==> images/placed.png <==
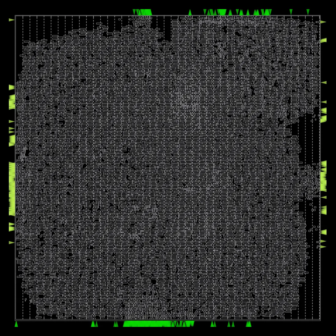
==> images/m3.png <==
The bar under the picture is 200 um long.
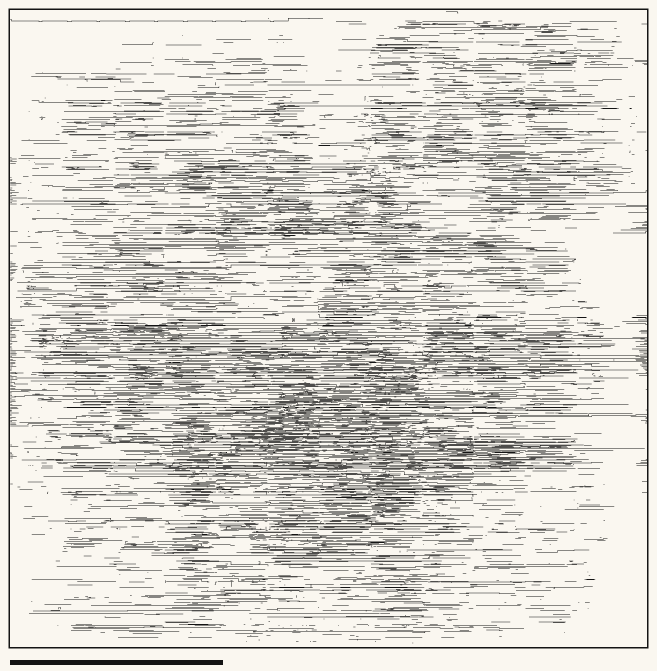
==> images/m4.png <==
Supply wires on this layer in grey.
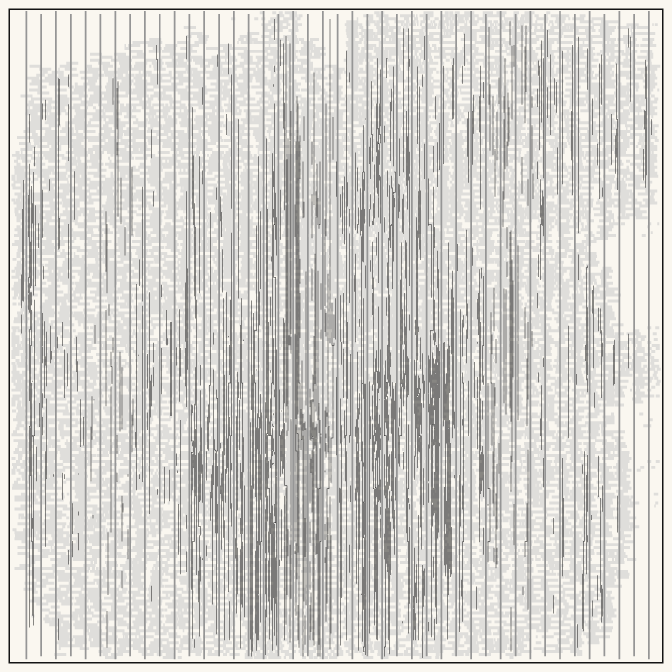
==> images/layers.png <==
The bar under the picture is 200 um long.
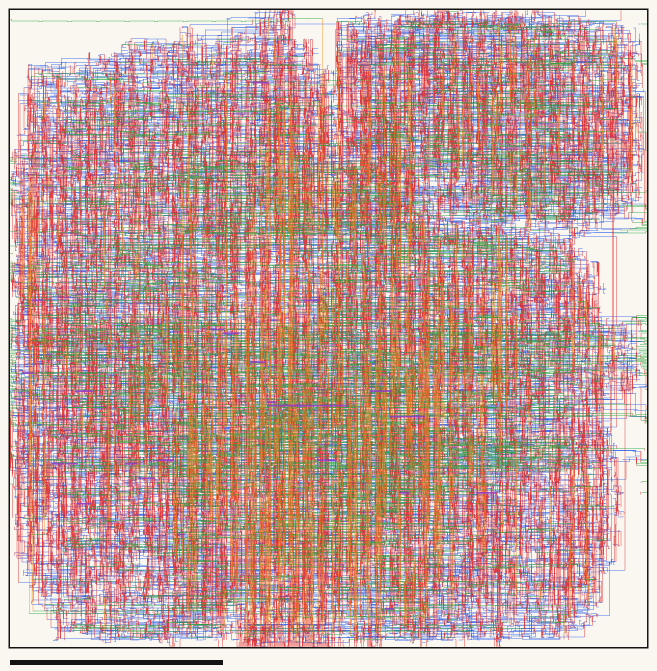
`src/rtl/dcache_ctrl.sv`:
```
// Direct-mapped, write-back, write-allocate data cache between the MEM stage and a
// slow line-oriented backing memory; misses stall the pipeline until the line is filled.
module dcache_ctrl #(
    parameter int INDEX_BITS = 5
) (
    input  logic         clk_i,
    input  logic         rst_i,
    input  logic         cpu_req_i,
    input  logic         cpu_we_i,
    input  logic [31:0]  cpu_addr_i,
    input  logic [3:0]   cpu_be_i,
    input  logic [31:0]  cpu_wdata_i,
    output logic [31:0]  cpu_rdata_o,
    output logic         cpu_stall_o,
    output logic         mem_req_o,
    output logic         mem_we_o,
    output logic [31:0]  mem_addr_o,
    output logic [127:0] mem_wdata_o,
    input  logic         mem_ack_i,
    input  logic [127:0] mem_rdata_i
);

    localparam int LINES = 1 << INDEX_BITS;
    localparam int TAG_W = 28 - INDEX_BITS;

    localparam logic [1:0] S_IDLE  = 2'd0;
    localparam logic [1:0] S_WB    = 2'd1;
    localparam logic [1:0] S_ALLOC = 2'd2;

    logic [1:0]       r_state;
    logic [LINES-1:0] r_valid;
    logic [LINES-1:0] r_dirty;
    logic [TAG_W-1:0] r_tag  [LINES];
    logic [127:0]     r_data [LINES];
    logic             r_mem_req;
    logic             r_mem_we;
    logic [31:0]      r_mem_addr;
    logic [127:0]     r_mem_wdata;

    logic [INDEX_BITS-1:0] w_index;
    logic [TAG_W-1:0]      w_tag;
    logic [6:0]            w_base;
    logic [127:0]          w_line;
    logic [31:0]           w_mask;
    logic [31:0]           w_merged_word;
    logic [127:0]          w_merged_line;
    logic                  w_hit;
    logic                  w_miss;
    logic                  w_idle;
    logic                  w_store_hit;
    logic                  w_fill;
    logic                  w_wb_done;
    logic                  w_unused_addr;

    assign w_index       = cpu_addr_i[3+INDEX_BITS:4];
    assign w_tag         = cpu_addr_i[31:4+INDEX_BITS];
    assign w_base        = {cpu_addr_i[3:2], 5'b0};
    assign w_line        = r_data[w_index];
    assign w_unused_addr = ^cpu_addr_i[1:0];

    assign w_hit       = cpu_req_i & r_valid[w_index] & (r_tag[w_index] == w_tag);
    assign w_miss      = cpu_req_i & ~w_hit;
    assign w_idle      = (r_state == S_IDLE);
    assign w_store_hit = w_idle & w_hit & cpu_we_i;
    assign w_fill      = (r_state == S_ALLOC) & r_mem_req & mem_ack_i;
    assign w_wb_done   = (r_state == S_WB) & r_mem_req & mem_ack_i;

    // Stall must rise in the same cycle the miss is seen, so it is not registered.
    assign cpu_stall_o = ~w_idle | w_miss;
    assign cpu_rdata_o = w_line[w_base +: 32];

    assign mem_req_o   = r_mem_req;
    assign mem_we_o    = r_mem_we;
    assign mem_addr_o  = r_mem_addr;
    assign mem_wdata_o = r_mem_wdata;

    always_comb begin
        w_mask        = {{8{cpu_be_i[3]}}, {8{cpu_be_i[2]}}, {8{cpu_be_i[1]}}, {8{cpu_be_i[0]}}};
        w_merged_word = (cpu_wdata_i & w_mask) | (w_line[w_base +: 32] & ~w_mask);
        w_merged_line = w_line;
        w_merged_line[w_base +: 32] = w_merged_word;
    end

    // Tag and data arrays carry no reset; the valid bits alone make them meaningful.
    always_ff @(posedge clk_i) begin
        if (w_fill) begin
            r_data[w_index] <= mem_rdata_i;
            r_tag[w_index]  <= w_tag;
        end else if (w_store_hit) begin
            r_data[w_index] <= w_merged_line;
        end
    end

    always_ff @(posedge clk_i or negedge rst_i) begin
        if (!rst_i) begin
            r_state     <= S_IDLE;
            r_valid     <= '0;
            r_dirty     <= '0;
            r_mem_req   <= 1'b0;
            r_mem_we    <= 1'b0;
            r_mem_addr  <= '0;
            r_mem_wdata <= '0;
        end else begin
            case (r_state)
                S_IDLE: begin
                    if (w_miss) begin
                        r_mem_req <= 1'b1;
                        if (r_valid[w_index] && r_dirty[w_index]) begin
                            r_state     <= S_WB;
                            r_mem_we    <= 1'b1;
                            r_mem_addr  <= {r_tag[w_index], w_index, 4'b0};
                            r_mem_wdata <= w_line;
                        end else begin
                            r_state    <= S_ALLOC;
                            r_mem_we   <= 1'b0;
                            r_mem_addr <= {w_tag, w_index, 4'b0};
                        end
                    end else if (w_store_hit) begin
                        r_dirty[w_index] <= 1'b1;
                    end
                end
                // Request stays high straight into the fetch: no idle gap after write-back.
                S_WB: begin
                    if (w_wb_done) begin
                        r_dirty[w_index] <= 1'b0;
                        r_mem_we         <= 1'b0;
                        r_mem_addr       <= {w_tag, w_index, 4'b0};
                        r_state          <= S_ALLOC;
                    end
                end
                S_ALLOC: begin
                    if (w_fill) begin
                        r_valid[w_index] <= 1'b1;
                        r_dirty[w_index] <= 1'b0;
                        r_mem_req        <= 1'b0;
                        r_state          <= S_IDLE;
                    end
                end
                default: r_state <= S_IDLE;
            endcase
        end
    end

endmodule

```
`config.mk`:
```
export PLATFORM = sky130hd
export DESIGN_NAME = dcache_ctrl
export DESIGN_NICKNAME = d
export VERILOG_FILES = /design/src/rtl/dcache_ctrl.sv
export SDC_FILE = /design/constraint.sdc
export NUM_CORES = 2
export LEC_CHECK = 0
export CORE_UTILIZATION = 55
export CTS_BUF_LIST = sky130_fd_sc_hd__clkbuf_8
export DETAILED_ROUTE_END_ITERATION = 7
export GPL_ROUTABILITY_DRIVEN = 0
export GPL_TIMING_DRIVEN = 0
export HOLD_SLACK_MARGIN = 0.15
export PLACE_DENSITY_LB_ADDON = 0.08
export SETUP_SLACK_MARGIN = 0.15
export SLEW_MARGIN = 30
export SYNTH_ARGS = -nofsm -noshare
export SYNTH_HDL_FRONTEND = slang
export SYNTH_MEMORY_MAX_BITS = 65536
export SYNTH_SLANG_ARGS = --single-unit
export TNS_END_PERCENT = 50
```
`constraint.sdc`:
```
create_clock -name clk_i -period 18.69 [get_ports clk_i]
set_clock_uncertainty 0.15 [all_clocks]
set_input_delay 2.8035 -clock clk_i [delete_from_list [all_inputs] [get_ports clk_i]]
set_output_delay 2.8035 -clock clk_i [all_outputs]
set_load 0.02 [all_outputs]
```
==> metrics.yaml <==
run_status:
  status: "finished, final reports clean"
sta:
  relSlewSlack: 0.1843
  period_used_share: 0.6604
  tightestPinTransition_ns: 1.224
  hold_viol: 0
  min_period_ns: 12.34
  slew_viol_final: 0
  fin_tns_setup_ns: 0
pwr:
  peakVddDrop_mv: 0.09407
  power.leakage_nw: 78.01
synthesis:
  ys_ff: 5056
  synth.area.top_cells: "edfxtp_1, mux4_2, dfrtp_1"
  synth.avg_cell_area_sq_um: 21.78
  edf_count: 4832
  ys_seq_frac: 0.7744
  synth_top_area_share: 0.7456
  postSynth.asyncResetShare: 0.04430
  yosys_area_sq_um: 194600
  yosysWarningCount: 0
  syn-instance-count: 8937
  syn-cell-area_sq_um: 194600
  ys_cells: 8937
  flop_cell: "edfxtp_1"
routing:
  drt_iter0_drc: 20057
  antenna_left: 0
  drt-wirelength-per-cell_um: 44.53
  dr.pass1.iters: 6
place:
  dp.cells: 14676
  dpl.hpwl_mm: 511.5
  port_buffers: 384
worst_setup_path:
  critPathCaptureType: "output pin"
  cp_max_fo: 10
  critPathRequiredTime_ns: 15.74
  cp-start-kind: "input pin"
min_path:
  hp-class: "reg2reg"
die:
  die_h_um: 596.8
  fp_util: 0.5522
  die_w_um: 596.8
  die_area_sq_um: 356200
cells_and_area:
  layout_top_cell: "edfxtp_1"
  seq_area_sq_um: 150700
  final_area_sq_um: 235100
  area_growth_pct: 20.81
  final_util: 0.6671
  n_fill_cell: 22605
  nNetsFinal: 10944
  final_layout_size_suffix_gt1_frac: 0.2994
  layout_top_cells: "edfxtp_1, mux4_2, clkbuf_8"
clocking:
  clk_latency_ns: 1.34
  cts_setup_buffers: 0
  cts_buffers: 781
  cts_buffer_depth: 4
  h-tree-depth: 6
  ctsHoldBuffers: 0
global_route:
  antenna_found_initial: 105
  overflow: 0
  grt_pass1_wl_mm: 950.6
  grt_pass1_vias: 108552
run:
  drv_cap: 0
  warnings: 36
Notes on placed.png above:
Core Footprint: 352400 sq um
flip-flops: 5056
Tap Count: 4730
row cnt: 218

Notes on m3.png above:
longest straight run: 339 um
wire length on this layer: 110 mm
share of all routed wire: 15%
nets with wire on the layer: 2365
via count: 114.7k
Detailed Route WL: 721.6 mm
met3 GRT Util: 0.1394

Notes on m4.png above:
main direction: vertical
share of all routed wire: 7.3%
wire length on this layer: 52.8 mm
longest straight run: 352 um
nets with wire on the layer: 584

Notes on layers.png above:
[purple] M5 | wire length: 363 um
[blue] M1 | wire length: 245 mm
[green] M3 | wire length: 110 mm
[orange] M4 | wire length: 52.8 mm
[red] M2 | wire length: 313 mm

## cell type report
cell class / count / share of cell area
inverter: 136 / 0.002171
clock buffer: 821 / 0.04806
multi-input combinational: 3201 / 0.1777
timing repair buffer: 1012 / 0.08124
sequential: 5056 / 0.6410
buffer: 547 / 0.01204
antenna: 113 / 0.001203
tap: 4730 / 0.02517
clock inverter: 588 / 0.01135
## where the power goes
part | switching [W] | internal, W
clock network | 0.00438 | 0.00413
logic | 0.00186 | 0.00106
registers | 0.000166 | 0.0127
total | 0.00640 | 0.0179
## through the flow
| stage | total power [W] | hold slack, ns |
|---|---|---|
| after CTS | 0.02417 | 0.3193 |
| after global placement | 0.01567 | 0.3001 |
| final | 0.02430 | 0.3157 |
| after floorplan | 0.01431 | 0.2889 |
| after detailed placement | 0.01591 | 0.3049 |
| after global routing | 0.02477 | 0.3285 |
## critical path: stages
cell	delay, ns
clkdlybuf4s50_1	0.65
buf_4	0.29
clkbuf_1	0.56
clkbuf_2	0.64
buf_16	0.25
buf_2	0.49
mux4_2	0.58
a22oi_1	0.71
nand4_1	0.89
mux4_2	0.88
clkdlybuf4s50_1	0.60
## per-layer routing
| layer | part of all wire | track usage | vias to the layer above | routed length [um] |
|---|---|---|---|---|
| met5 | 0.00050 | 0 | - | 362 |
| met2 | 0.43 | 0.5795 | 10535 | 313200 |
| met4 | 0.073 | 0.2489 | 46 | 52840 |
| met1 | 0.34 | 0.5341 | 60208 | 244700 |
| met3 | 0.15 | 0.1394 | 2005 | 110500 |
| li1 | - | - | 41933 | - |
## logic make-up (layout without fill, tap and decap cells)
kind of cell    Yosys count  after routing  share of synthesized area
simple gates            438            438                    0.01276
mux                    1773           1773                     0.1613
buf+inv                 683           3104                    0.01528
fa+ha+maj                 8              8                  0.0005144
other cells               1            117                 0.00001927
flops                  5056           5056                     0.7744
compound gates          978            978                    0.03575
## cell usage after synthesis, drive strengths merged (40+ instances only)
master,number
nand2,40
buf,284
nor4,56
a22oi,527
mux2,261
dfrtp,224
edfxtp,4832
nor2,97
o22ai,302
mux4,1064
nand4,143
mux2i,448
clkbuf,263
inv,135
## state kept, by name (all words and copies together) (netlist names), named ones only
name / cells
mem_req_o: 1
r_valid: 32
mem_addr_o: 28
r_data: 4096
r_tag: 736
mem_wdata_o: 128
r_state: 2
mem_we_o: 1
## worst paths after layout
check / to / from / depth (start not counted) / slack [ns]
max: cpu_rdata_o[30] / cpu_addr_i[4] / 11 / 6.35
min: r_valid[25]$_DFFE_PN0P_ / r_valid[25]$_DFFE_PN0P_ / 1 / 0.32
max reg2reg: r_data[22][111]$_DFFE_PP_ / r_tag[2][18]$_DFFE_PP_ / 15 / 12.47
min reg2reg: r_valid[25]$_DFFE_PN0P_ / r_valid[25]$_DFFE_PN0P_ / 1 / 0.32
max in group asynchronous: mem_wdata_o[122]$_DFFE_PN0P_ / rst_i / 4 / 15.56
min in group asynchronous: mem_addr_o[16]$_DFFE_PN0P_ / rst_i / 1 / 1.26
Power is estimated from default activity; no workload was simulated.
